<file path="src/rtl/axioma_wdt_pkg.sv">
// Shared constants and helpers for the watchdog controller: WDTCSR layout,
// mode encoding and the prescaler-to-timeout-limit mapping.
package axioma_wdt_pkg;

  localparam logic [7:0] WDTCSR_ADDR_DEFAULT = 8'h60;

  localparam int WDIF_BIT = 7;
  localparam int WDIE_BIT = 6;
  localparam int WDP3_BIT = 5;
  localparam int WDCE_BIT = 4;
  localparam int WDE_BIT  = 3;
  localparam int WDP2_BIT = 2;
  localparam int WDP0_BIT = 0;

  // Mode is {WDE, WDIE}
  localparam logic [1:0] MODE_STOP    = 2'b00;
  localparam logic [1:0] MODE_INT     = 2'b01;
  localparam logic [1:0] MODE_RST     = 2'b10;
  localparam logic [1:0] MODE_INT_RST = 2'b11;

  // Reserved prescaler codes 10..15 saturate at the longest period.
  function automatic logic [20:0] wdt_limit(input logic [3:0] wdp);
    logic [3:0] sel;
    sel = (wdp > 4'd9) ? 4'd9 : wdp;
    return 21'd2048 << sel;
  endfunction

endpackage

</file>
<file path="src/rtl/axioma_wdt_ctrl_if.sv">
// I/O-space register bus seen by the watchdog controller.
// Valid/ready note: there is no stall; io_write/io_read are single-cycle strobes
// qualified by io_addr, and io_data_out is valid in the same cycle as io_read.
interface axioma_wdt_ctrl_if;
  logic [7:0] io_addr;
  logic [7:0] io_data_in;
  logic [7:0] io_data_out;
  logic       io_write;
  logic       io_read;

  modport master (output io_addr, output io_data_in, output io_write, output io_read,
                  input io_data_out);
  modport slave  (input io_addr, input io_data_in, input io_write, input io_read,
                  output io_data_out);
endinterface

</file>
<file path="src/rtl/axioma_wdt_timeout_counter.sv">
// 21-bit watchdog tick counter; strobes o_timeout on the tick that completes
// the period selected by i_wdp and wraps back to zero.
module axioma_wdt_timeout_counter
  import axioma_wdt_pkg::*;
(
  input  logic        clk,
  input  logic        rst,
  input  logic        i_enable,
  input  logic        i_tick,
  input  logic        i_clear,
  input  logic        i_stop,
  input  logic [3:0]  i_wdp,
  output logic        o_timeout,
  output logic [20:0] o_count
);

  logic [20:0] r_count;
  logic [20:0] w_limit_m1;

  assign w_limit_m1 = wdt_limit(i_wdp) - 21'd1;
  // A clear (WDR or prescaler change) in the expiry cycle cancels the timeout.
  assign o_timeout  = i_enable && i_tick && !i_clear && (r_count == w_limit_m1);
  assign o_count    = r_count;

  always_ff @(posedge clk) begin
    if (rst || i_clear || i_stop || !i_enable) begin
      r_count <= 21'd0;
    end else if (o_timeout) begin
      r_count <= 21'd0;
    end else if (i_tick) begin
      r_count <= r_count + 21'd1;
    end
  end

endmodule

</file>
<file path="src/rtl/axioma_wdt_ctrl.sv">
// WDTCSR register, WDCE timed-change window and mode handling around the
// watchdog timeout counter.
module axioma_wdt_ctrl
  import axioma_wdt_pkg::*;
#(
  parameter logic [7:0] WDTCSR_ADDR   = WDTCSR_ADDR_DEFAULT,
  parameter int         WINDOW_CYCLES = 4
) (
  input  logic                   clk,
  input  logic                   rst,
  input  logic                   wdt_tick,
  input  logic                   wdr,
  input  logic                   wdrf_in,
  input  logic                   irq_ack,
  axioma_wdt_ctrl_if.slave       bus,
  output logic                   wdt_enable,
  output logic [3:0]             wdt_prescaler,
  output logic                   wdt_reset_req,
  output logic                   wdt_irq,
  output logic                   wdt_sys_reset,
  output logic [20:0]            debug_wdt_count
);

  localparam int WIN_W = (WINDOW_CYCLES < 1) ? 1 : $clog2(WINDOW_CYCLES + 1);

  logic             r_wdif, r_wdie, r_wdce, r_wde;
  logic [3:0]       r_wdp;
  logic [WIN_W-1:0] r_win_cnt;
  logic             r_wdt_enable;
  logic [3:0]       r_wdt_prescaler;
  logic             r_reset_req, r_sys_reset;

  logic             w_wr_hit, w_win_open, w_win_load, w_win_commit;
  logic             w_wdif_n, w_wdie_sw, w_wdie_n, w_wde_n, w_wdce_n;
  logic [3:0]       w_wdp_n;
  logic [WIN_W-1:0] w_win_n;
  logic [1:0]       w_mode;
  logic             w_timeout, w_cnt_clear, w_cnt_stop;
  logic [20:0]      w_count;

  assign w_wr_hit     = bus.io_write && (bus.io_addr == WDTCSR_ADDR);
  assign w_win_open   = (r_win_cnt != '0);
  assign w_win_load   = w_wr_hit && bus.io_data_in[WDCE_BIT] && bus.io_data_in[WDE_BIT];
  assign w_win_commit = w_wr_hit && w_win_open && !bus.io_data_in[WDCE_BIT];
  assign w_mode       = {r_wde, r_wdie};

  // Software view of the next register contents (WDE, WDP, WDCE, window, WDIE).
  always_comb begin
    w_wde_n   = r_wde;
    w_wdp_n   = r_wdp;
    w_wdce_n  = r_wdce;
    w_win_n   = r_win_cnt;
    w_wdie_sw = r_wdie;
    if (w_win_open) begin
      w_win_n = r_win_cnt - WIN_W'(1);
      if (r_win_cnt == WIN_W'(1)) w_wdce_n = 1'b0;
    end
    if (w_wr_hit) begin
      w_wdie_sw = bus.io_data_in[WDIE_BIT];
      if (w_win_load) begin
        w_wdce_n = 1'b1;
        w_wde_n  = 1'b1;
        w_win_n  = WIN_W'(WINDOW_CYCLES);
      end else if (w_win_commit) begin
        w_wde_n  = bus.io_data_in[WDE_BIT];
        w_wdp_n  = {bus.io_data_in[WDP3_BIT], bus.io_data_in[WDP2_BIT:WDP0_BIT]};
        w_wdce_n = 1'b0;
        w_win_n  = '0;
      end else begin
        w_wde_n = r_wde | bus.io_data_in[WDE_BIT];
      end
    end
    if (wdrf_in) w_wde_n = 1'b1;
  end

  // Hardware flag updates take priority over software clears/writes.
  always_comb begin
    w_wdif_n = r_wdif;
    w_wdie_n = w_wdie_sw;
    if (irq_ack || (w_wr_hit && bus.io_data_in[WDIF_BIT])) w_wdif_n = 1'b0;
    if (w_timeout) begin
      case (w_mode)
        MODE_INT:     w_wdif_n = 1'b1;
        MODE_INT_RST: begin
          w_wdif_n = 1'b1;
          w_wdie_n = 1'b0;
        end
        default: ;
      endcase
    end
  end

  assign w_cnt_clear = wdr || (w_wdp_n != r_wdp);
  assign w_cnt_stop  = ({w_wde_n, w_wdie_sw} == MODE_STOP);

  axioma_wdt_timeout_counter u_counter (
    .clk       (clk),
    .rst       (rst),
    .i_enable  (w_mode != MODE_STOP),
    .i_tick    (wdt_tick),
    .i_clear   (w_cnt_clear),
    .i_stop    (w_cnt_stop),
    .i_wdp     (r_wdp),
    .o_timeout (w_timeout),
    .o_count   (w_count)
  );

  always_ff @(posedge clk) begin
    if (rst) begin
      r_wdif          <= 1'b0;
      r_wdie          <= 1'b0;
      r_wdce          <= 1'b0;
      r_wde           <= wdrf_in;
      r_wdp           <= 4'd0;
      r_win_cnt       <= '0;
      r_wdt_enable    <= wdrf_in;
      r_wdt_prescaler <= 4'd0;
      r_reset_req     <= 1'b0;
      r_sys_reset     <= 1'b0;
    end else begin
      r_wdif          <= w_wdif_n;
      r_wdie          <= w_wdie_n;
      r_wdce          <= w_wdce_n;
      r_wde           <= w_wde_n;
      r_wdp           <= w_wdp_n;
      r_win_cnt       <= w_win_n;
      r_wdt_enable    <= w_wde_n | w_wdie_n;
      r_wdt_prescaler <= w_wdp_n;
      r_reset_req     <= wdr;
      r_sys_reset     <= w_timeout && (w_mode == MODE_RST);
    end
  end

  assign bus.io_data_out  = (bus.io_read && (bus.io_addr == WDTCSR_ADDR)) ?
                            {r_wdif, r_wdie, r_wdp[3], r_wdce, r_wde, r_wdp[2:0]} : 8'h00;
  assign wdt_enable       = r_wdt_enable;
  assign wdt_prescaler    = r_wdt_prescaler;
  assign wdt_reset_req    = r_reset_req;
  assign wdt_irq          = r_wdif & r_wdie;
  assign wdt_sys_reset    = r_sys_reset;
  assign debug_wdt_count  = w_count;

endmodule

</file>
<file path="src/flat_wrapper.sv">
// flat-port wrapper written by rule: the top's interface ports become plain ports
module axioma_wdt_ctrl_flat import axioma_wdt_pkg::*;
#(
  parameter logic [7:0] WDTCSR_ADDR   = WDTCSR_ADDR_DEFAULT,
  parameter int         WINDOW_CYCLES = 4
)
  (clk, rst, wdt_tick, wdr, wdrf_in, irq_ack, wdt_enable, wdt_prescaler, wdt_reset_req, wdt_irq, wdt_sys_reset, debug_wdt_count, bus_io_addr, bus_io_data_in, bus_io_write, bus_io_read, bus_io_data_out);
  axioma_wdt_ctrl_if bus_i ();
  input  logic clk;
  input  logic rst;
  input  logic wdt_tick;
  input  logic wdr;
  input  logic wdrf_in;
  input  logic irq_ack;
  output logic wdt_enable;
  output logic [3:0] wdt_prescaler;
  output logic wdt_reset_req;
  output logic wdt_irq;
  output logic wdt_sys_reset;
  output logic [20:0] debug_wdt_count;
  input wire logic [$bits(bus_i.io_addr)-1:0] bus_io_addr;
  input wire logic [$bits(bus_i.io_data_in)-1:0] bus_io_data_in;
  input wire logic [$bits(bus_i.io_write)-1:0] bus_io_write;
  input wire logic [$bits(bus_i.io_read)-1:0] bus_io_read;
  output wire logic [$bits(bus_i.io_data_out)-1:0] bus_io_data_out;
  assign bus_i.io_addr = bus_io_addr;
  assign bus_i.io_data_in = bus_io_data_in;
  assign bus_i.io_write = bus_io_write;
  assign bus_i.io_read = bus_io_read;
  assign bus_io_data_out = bus_i.io_data_out;
  axioma_wdt_ctrl #(.WDTCSR_ADDR(WDTCSR_ADDR), .WINDOW_CYCLES(WINDOW_CYCLES)) u_core (.clk(clk), .rst(rst), .wdt_tick(wdt_tick), .wdr(wdr), .wdrf_in(wdrf_in), .irq_ack(irq_ack), .bus(bus_i), .wdt_enable(wdt_enable), .wdt_prescaler(wdt_prescaler), .wdt_reset_req(wdt_reset_req), .wdt_irq(wdt_irq), .wdt_sys_reset(wdt_sys_reset), .debug_wdt_count(debug_wdt_count));
endmodule
</file>
<file path="config.mk">
export PLATFORM = sky130hd
export DESIGN_NAME = axioma_wdt_ctrl_flat
export DESIGN_NICKNAME = d
export VERILOG_FILES = /design/src/rtl/axioma_wdt_pkg.sv /design/src/rtl/axioma_wdt_ctrl_if.sv /design/src/rtl/axioma_wdt_timeout_counter.sv /design/src/rtl/axioma_wdt_ctrl.sv /design/src/flat_wrapper.sv
export SDC_FILE = /design/constraint.sdc
export NUM_CORES = 1
export LEC_CHECK = 0
export CAP_MARGIN = 40
export CORE_AREA = 2 2 87 110
export DETAILED_ROUTE_END_ITERATION = 8
export DIE_AREA = 0 0 89 112
export GPL_ROUTABILITY_DRIVEN = 0
export MAX_ROUTING_LAYER = met4
export SLEW_MARGIN = 40
export SYNTH_ARGS = -nofsm -noshare
export SYNTH_HDL_FRONTEND = slang
export SYNTH_SLANG_ARGS = --single-unit
</file>
<file path="constraint.sdc">
create_clock -name clk -period 7.8 [get_ports clk]
set_input_delay 1.95 -clock clk [delete_from_list [all_inputs] [get_ports clk]]
set_output_delay 1.95 -clock clk [all_outputs]
set_load 0.02 [all_outputs]
</file>
Figure 1. Cell area per tile (run 1).
The bar under the picture is 20 um long. 9 x 11 tiles, from dark blue (low) to red (high), 0 to 100% covered.
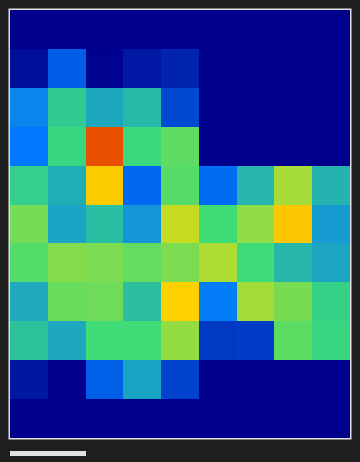
mean over tiles: 27%
densest ninth of the die: middle left
tiles over 75% full: 4.0%
Initial Util: 0.224
core area: 0.00898 mm2
post-layout util: 0.321

Figure 2. Drive-strength map (run 1).
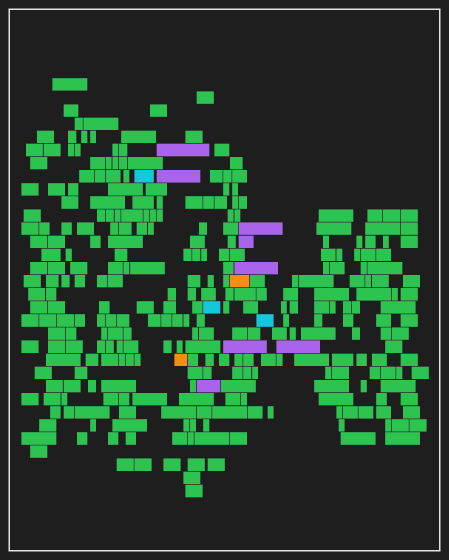
| size | colour | cells | share |
|---|---|---|---|
| _3 and _4 cells | orange | 2 | 0.66% |
| _6 and larger | purple | 8 | 2.6% |
| _0 and _1 cells | green | 292 | 96% |
| _2 cells | cyan | 3 | 0.98% |

==> results.py, run 1 <==
# Synthesis and PnR figures
metrics = {
    "yosys": {
        "top_area_cell": "dfxtp_1",
        "logic_family": "simple AND/OR/NAND/NOR gates",
        "async_reset_ff_frac": 0,
        "ys_seq_share": 0.348,
        "ys_sh_mux": 0.0156,
        "ys_area_mm2": 0.00201,
        "top_area_frac": 0.348,
        "synth_nets": 277,
        "synth_area_mm2": 0.00201,
        "compound_area_frac": 0.124,
        "synthTopCellsByCount": "nor2_1, dfxtp_1, nand2_1",
        "xor_share": 0.122,
        "yosys.area_share.adder": 0.0311,
    },
    "hold_path": {
        "worstHoldPathCells": 2,
        "holdCritStartpoint": "u_core.r_wdce$_SDFF_PP0_",
    },
    "power": {
        "p_switching_uw": 117,
        "p_seq_frac": 0.387,
        "p_comb_uw": 65.8,
        "power_clock_uw": 240,
        "ir_drop_v": 0.0000839,
        "top_power_group": "clock",
        "swShare": 0.235,
    },
    "finish": {
        "fin_nets": 333,
        "final-comb-area_mm2": 0.00122,
        "final_common_cell": "clkdlybuf4s50_1",
        "area_delta_synth_final_pct": 43.6,
        "top_area_cell_class": "combinational gates",
    },
    "clock_tree": {
        "cts_resized": 0,
        "clock_latency_ns": 0.28,
        "h-tree-depth": 2,
        "postCtsSetupRepairBufs": 0,
        "cts_buffer_depth": 2,
        "root_buffer": "clkbuf_16",
    },
    "timing": {
        "setup_ws_ns": 1.52,
        "finalMaxSlewViolations": 0,
        "worst_pin_slew_ns": 0.642,
        "rsz0062_at_grt": "no",
        "setup_viol": 0,
        "hold_slack_ns": 0.469,
    },
    "routing": {
        "drtPass1Iterations": 4,
        "drc": 0,
        "routed-via-count": 1929,
    },
    "floorplan": {
        "core.rowCount": 39,
        "dieWidth_um": 89,
        "nWellTaps": 123,
    },
    "setup_path": {
        "crit_buf_inv": 2,
        "critPathKind": "input port to output port",
        "reg2reg_depth": 8,
        "worstPathCellList": "clkdlybuf4s50_1 -> or4bb_1 -> nor3_1 -> and2_1 -> clkdlybuf4s50_1",
        "crit_path_start_kind": "input port",
        "cp.required_ns": 5.85,
        "cp.depth": 5,
    },
    "global_routing": {
        "grt_pass1_vias": 1866,
    },
    "flow_run": {
        "openroad.warnings": 28,
    },
    "outcome": {
        "status": "complete, no violations",
    },
}
Figure 3. Signal metal coverage by tile (run 1).
The bar under the picture is 20 um long. 18 x 22 tiles, from dark blue (low) to red (high), scaled to the fullest tile. Values are wire area over tile area, all layers added.
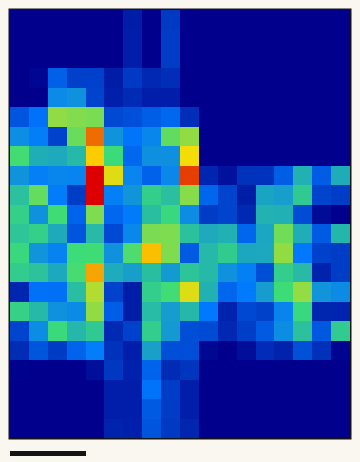
densest ninth of the die: middle left
fullest tile: 0.46
emptiest ninth of the die: upper right
nearly empty tiles: 38%

-- run 1: metal layers --
| layer | wire length (um) | global-route usage | vias up |
|---|---|---|---|
| li1 | - | - | 984 |
| met1 | 2480 | 0.141 | 880 |
| met2 | 2490 | 0.181 | 61 |
| met3 | 307 | 0.0319 | 4 |
| met4 | 31 | 0.0269 | 0 |
| met5 | 0 | - | - |
-- run 1: through the flow --
step	total power (uW)	utilization
after global placement	259	0.302
after global routing	521	0.321
after CTS	503	0.321
after floorplan	238	-
final	499	0.321
after detailed placement	262	0.302
-- run 1: kinds of logic (layout without fill, tap and decap cells) --
logic type / count (synthesis) / in the layout
and+or+nand+nor: 121 / 121
AOI/OAI and AO/OA: 38 / 38
muxes: 3 / 3
adders and majority gates: 5 / 5
xor gates and xnor gates: 28 / 28
buffers and inverters: 18 / 75
DFF: 35 / 35
==> run 2: changes to the inputs <==
==> constraint.sdc (replaced) <==
create_clock -name clk -period 5.3 [get_ports clk]
set_input_delay 1.325 -clock clk [delete_from_list [all_inputs] [get_ports clk]]
set_output_delay 1.325 -clock clk [all_outputs]
set_load 0.02 [all_outputs]
Figure 4. Cells coloured by class (run 2).
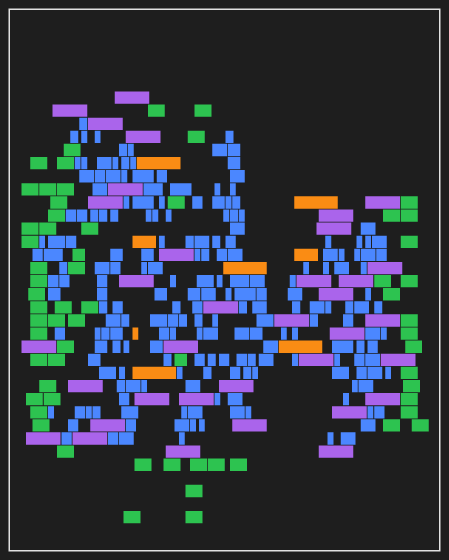
| class | colour | cells | share of their area |
|---|---|---|---|
| combinational and other logic | blue | 201 | 46% |
| sequential cells | purple | 35 | 26% |
| remaining buffers and delay cells | green | 62 | 23% |
| clock drivers and dummy loads | orange | 8 | 5.8% |

==> run 2 against run 1 <==
  * Final area shrank 0.48%
  * Synthesized area unchanged
  * Via count rose by 2.5%
  * Largest cell class unchanged
==> results.py, run 2 <==
# Synthesis and PnR figures
metrics = {
    "outcome": {
        "status": "complete, no violations",
    },
    "setup_path": {
        "cp.depth": 6,
        "critPathKind": "input port to output port",
        "worstPathCellList": "clkdlybuf4s50_1 -> or4bb_1 -> nor3_1 -> buf_4 -> and2_1 -> clkdlybuf4s50_1",
        "crit_buf_inv": 3,
        "reg2reg_depth": 8,
        "cp.required_ns": 3.97,
        "crit_path_start_kind": "input port",
        "crit_slowest_cell": "clkdlybuf4s50_1",
    },
    "power": {
        "p_switching_uw": 167,
        "p_comb_uw": 98.3,
        "ir_drop_v": 0.000109,
        "power_clock_uw": 310,
        "power_uw": 693,
        "swShare": 0.241,
        "p_seq_frac": 0.410,
        "top_power_group": "clock",
    },
    "floorplan": {
        "dieWidth_um": 89,
        "fp_util": 0.224,
        "design.core.area_mm2": 0.00898,
        "core.rowCount": 39,
    },
    "timing": {
        "setup_viol": 0,
        "period_minus_slack_ns": 4.72,
        "finalMaxSlewViolations": 0,
        "rsz0062_at_grt": "no",
        "setup_ws_ns": 0.577,
        "fin_tns_setup_ns": 0,
        "worst_pin_slew_ns": 0.658,
    },
    "yosys": {
        "compound_area_frac": 0.124,
        "ys_area_mm2": 0.00201,
        "logic_family": "simple AND/OR/NAND/NOR gates",
        "xor_share": 0.122,
        "ys_seq_share": 0.348,
        "synthTopCellsByCount": "nor2_1, dfxtp_1, nand2_1",
        "top_area_cell": "dfxtp_1",
        "ys_sh_mux": 0.0156,
        "yosys.area_share.adder": 0.0311,
        "ys_warn_count": 0,
        "synth_nets": 277,
        "async_reset_ff_frac": 0,
        "synth.most_common_cell": "nor2_1",
    },
    "routing": {
        "routed-via-count": 1977,
        "drtPass1Iterations": 4,
        "drc": 0,
    },
    "hold_path": {
        "worstHoldPathCells": 2,
        "holdCritStartpoint": "u_core.r_wdce$_SDFF_PP0_",
    },
    "finish": {
        "postLayoutCoreUtil": 0.320,
        "fin_nets": 334,
        "area_delta_synth_final_pct": 42.9,
        "final_common_cell": "clkdlybuf4s50_1",
        "largest_register_ff_count": 21,
    },
    "clock_tree": {
        "clock_latency_ns": 0.28,
        "h-tree-depth": 2,
        "cts_resized": 0,
        "root_buffer": "clkbuf_16",
        "clock_sinks": 35,
        "cts_buffer_depth": 2,
    },
    "flow_run": {
        "openroad.warnings": 28,
    },
    "global_routing": {
        "antenna_found_initial": 0,
    },
}
run 2: cell counts after synthesis:
No cell type changed its count.
run 2: cell families (layout without fill, tap and decap cells):
family / after synthesis / count (layout)
buffers and inverters: 18 / 76
muxes: 3 / 3
AOI/OAI and AO/OA: 38 / 38
adders and majority gates: 5 / 5
xor gates and xnor gates: 28 / 28
DFF: 35 / 35
and+or+nand+nor: 121 / 121
run 2: routing by layer:
layer | vias up | GRT usage | share of wire
met5 | - | - | 0
met4 | 0 | 0.0378 | 0.014
met3 | 7 | 0.0460 | 0.068
met2 | 63 | 0.185 | 0.47
met1 | 921 | 0.140 | 0.45
li1 | 986 | - | -
run 2: layout make-up:
type	instances	area, um2
repair buffers	62	616
inverters	6	22.5
multi-input cells	195	1220
clock buffers	8	156
well taps	123	154
fillers	978	6110
flip-flops and latches	35	701
==> run 3: changes to the inputs <==
--- a/config.mk
+++ b/config.mk
@@ -11,7 +11,7 @@
 export DIE_AREA = 0 0 89 112
 export GPL_ROUTABILITY_DRIVEN = 0
 export MAX_ROUTING_LAYER = met4
-export SLEW_MARGIN = 40
+export SLEW_MARGIN = 20
 export SYNTH_ARGS = -nofsm -noshare
 export SYNTH_HDL_FRONTEND = slang
 export SYNTH_SLANG_ARGS = --single-unit
Figure 5. Drive-strength map (run 3).
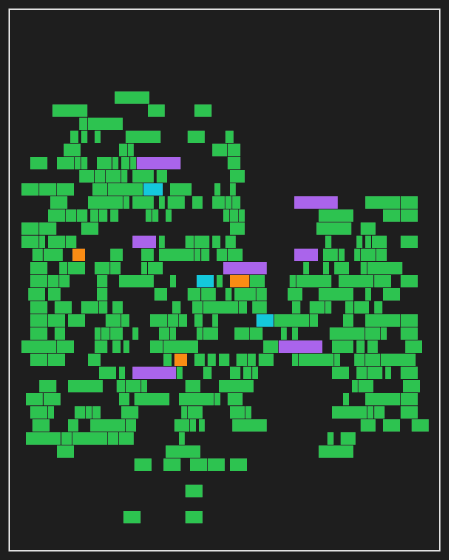
| size | colour | cells | share |
|---|---|---|---|
| _3 and _4 cells | orange | 3 | 0.98% |
| _0 and _1 cells | green | 293 | 96% |
| _6 and larger | purple | 7 | 2.3% |
| _2 cells | cyan | 3 | 0.98% |

==> run 3 against run 2 <==
  * Global-route usage stayed put
  * Sequential power barely moved
  * Sequential share of layout area unchanged
  * Maximum frequency unchanged
  * Critical path type unchanged
  * Largest power group unchanged
==> results.py, run 3 <==
# Synthesis and PnR figures
metrics = {
    "outcome": {
        "status": "complete, no violations",
    },
    "yosys": {
        "logic_family": "simple AND/OR/NAND/NOR gates",
        "synth.most_common_cell": "nor2_1",
        "compound_area_frac": 0.124,
        "top_area_frac": 0.348,
        "ys_sh_mux": 0.0156,
        "ys_warn_count": 0,
        "ys_area_mm2": 0.00201,
        "top_area_cell": "dfxtp_1",
        "xor_share": 0.122,
        "async_reset_ff_frac": 0,
        "ys_seq_share": 0.348,
        "yosys.area_share.adder": 0.0311,
        "synthTopCellsByCount": "nor2_1, dfxtp_1, nand2_1",
    },
    "clock_tree": {
        "h-tree-depth": 2,
        "cts_resized": 0,
        "root_buffer": "clkbuf_16",
    },
    "timing": {
        "worst_pin_slew_ns": 0.658,
        "setup_ws_ns": 0.577,
        "period_minus_slack_ns": 4.72,
        "setup_viol": 0,
    },
    "global_routing": {
        "grt_pass1_vias": 1957,
        "antenna_found_initial": 0,
        "use_met3": 0.0460,
    },
    "finish": {
        "design.seq.count": 35,
        "fin_nets": 334,
        "nonClockInverterCount": 6,
        "flop_area_um2": 701,
        "buf_share": 0.214,
        "largest_register_ff_count": 21,
        "comb_share": 0.426,
        "final-comb-area_mm2": 0.00122,
        "n_fill_cell": 978,
    },
    "power": {
        "p_seq_frac": 0.410,
        "ir_drop_v": 0.000109,
    },
    "floorplan": {
        "fp_util": 0.224,
        "nWellTaps": 123,
    },
    "routing": {
        "wl_met3_um": 368,
        "drc": 0,
        "routed-wl-met2_mm": 2.56,
        "wl_met1_mm": 2.42,
        "routed-via-count": 1977,
    },
    "setup_path": {
        "reg2reg_depth": 8,
        "crit_slowest_cell": "clkdlybuf4s50_1",
        "critPathKind": "input port to output port",
        "crit_buf_inv": 3,
        "crit_path_start_kind": "input port",
    },
    "hold_path": {
        "holdCritStartpoint": "u_core.r_wdce$_SDFF_PP0_",
    },
    "flow_run": {
        "openroad.warnings": 28,
    },
}
-- run 3: cell counts after synthesis --
No cell type changed its count.
-- run 3: through the flow --
stage	std cells	hold slack, ns	utilization	power [uW]	area [um2]
6_report	429	0.470	0.320	693	2870
5_1_grt	429	0.506	0.320	727	2870
4_1_cts	429	0.473	0.320	702	2870
3_5_place_dp	421	0.458	0.303	388	2720
3_3_place_gp	421	0.468	0.303	382	2720
2_1_floorplan	248	0.443	-	350	2010
-- run 3: power groups by stage --
stage	clock (uW)	combinational [uW]	sequential [uW]
after floorplan	0	61.5	289
after detailed placement	0	98.5	289
after global placement	0	93.1	289
final	310	98.3	284
after global routing	331	111	286
after CTS	319	99.3	284
Power is estimated from default activity; no workload was simulated.
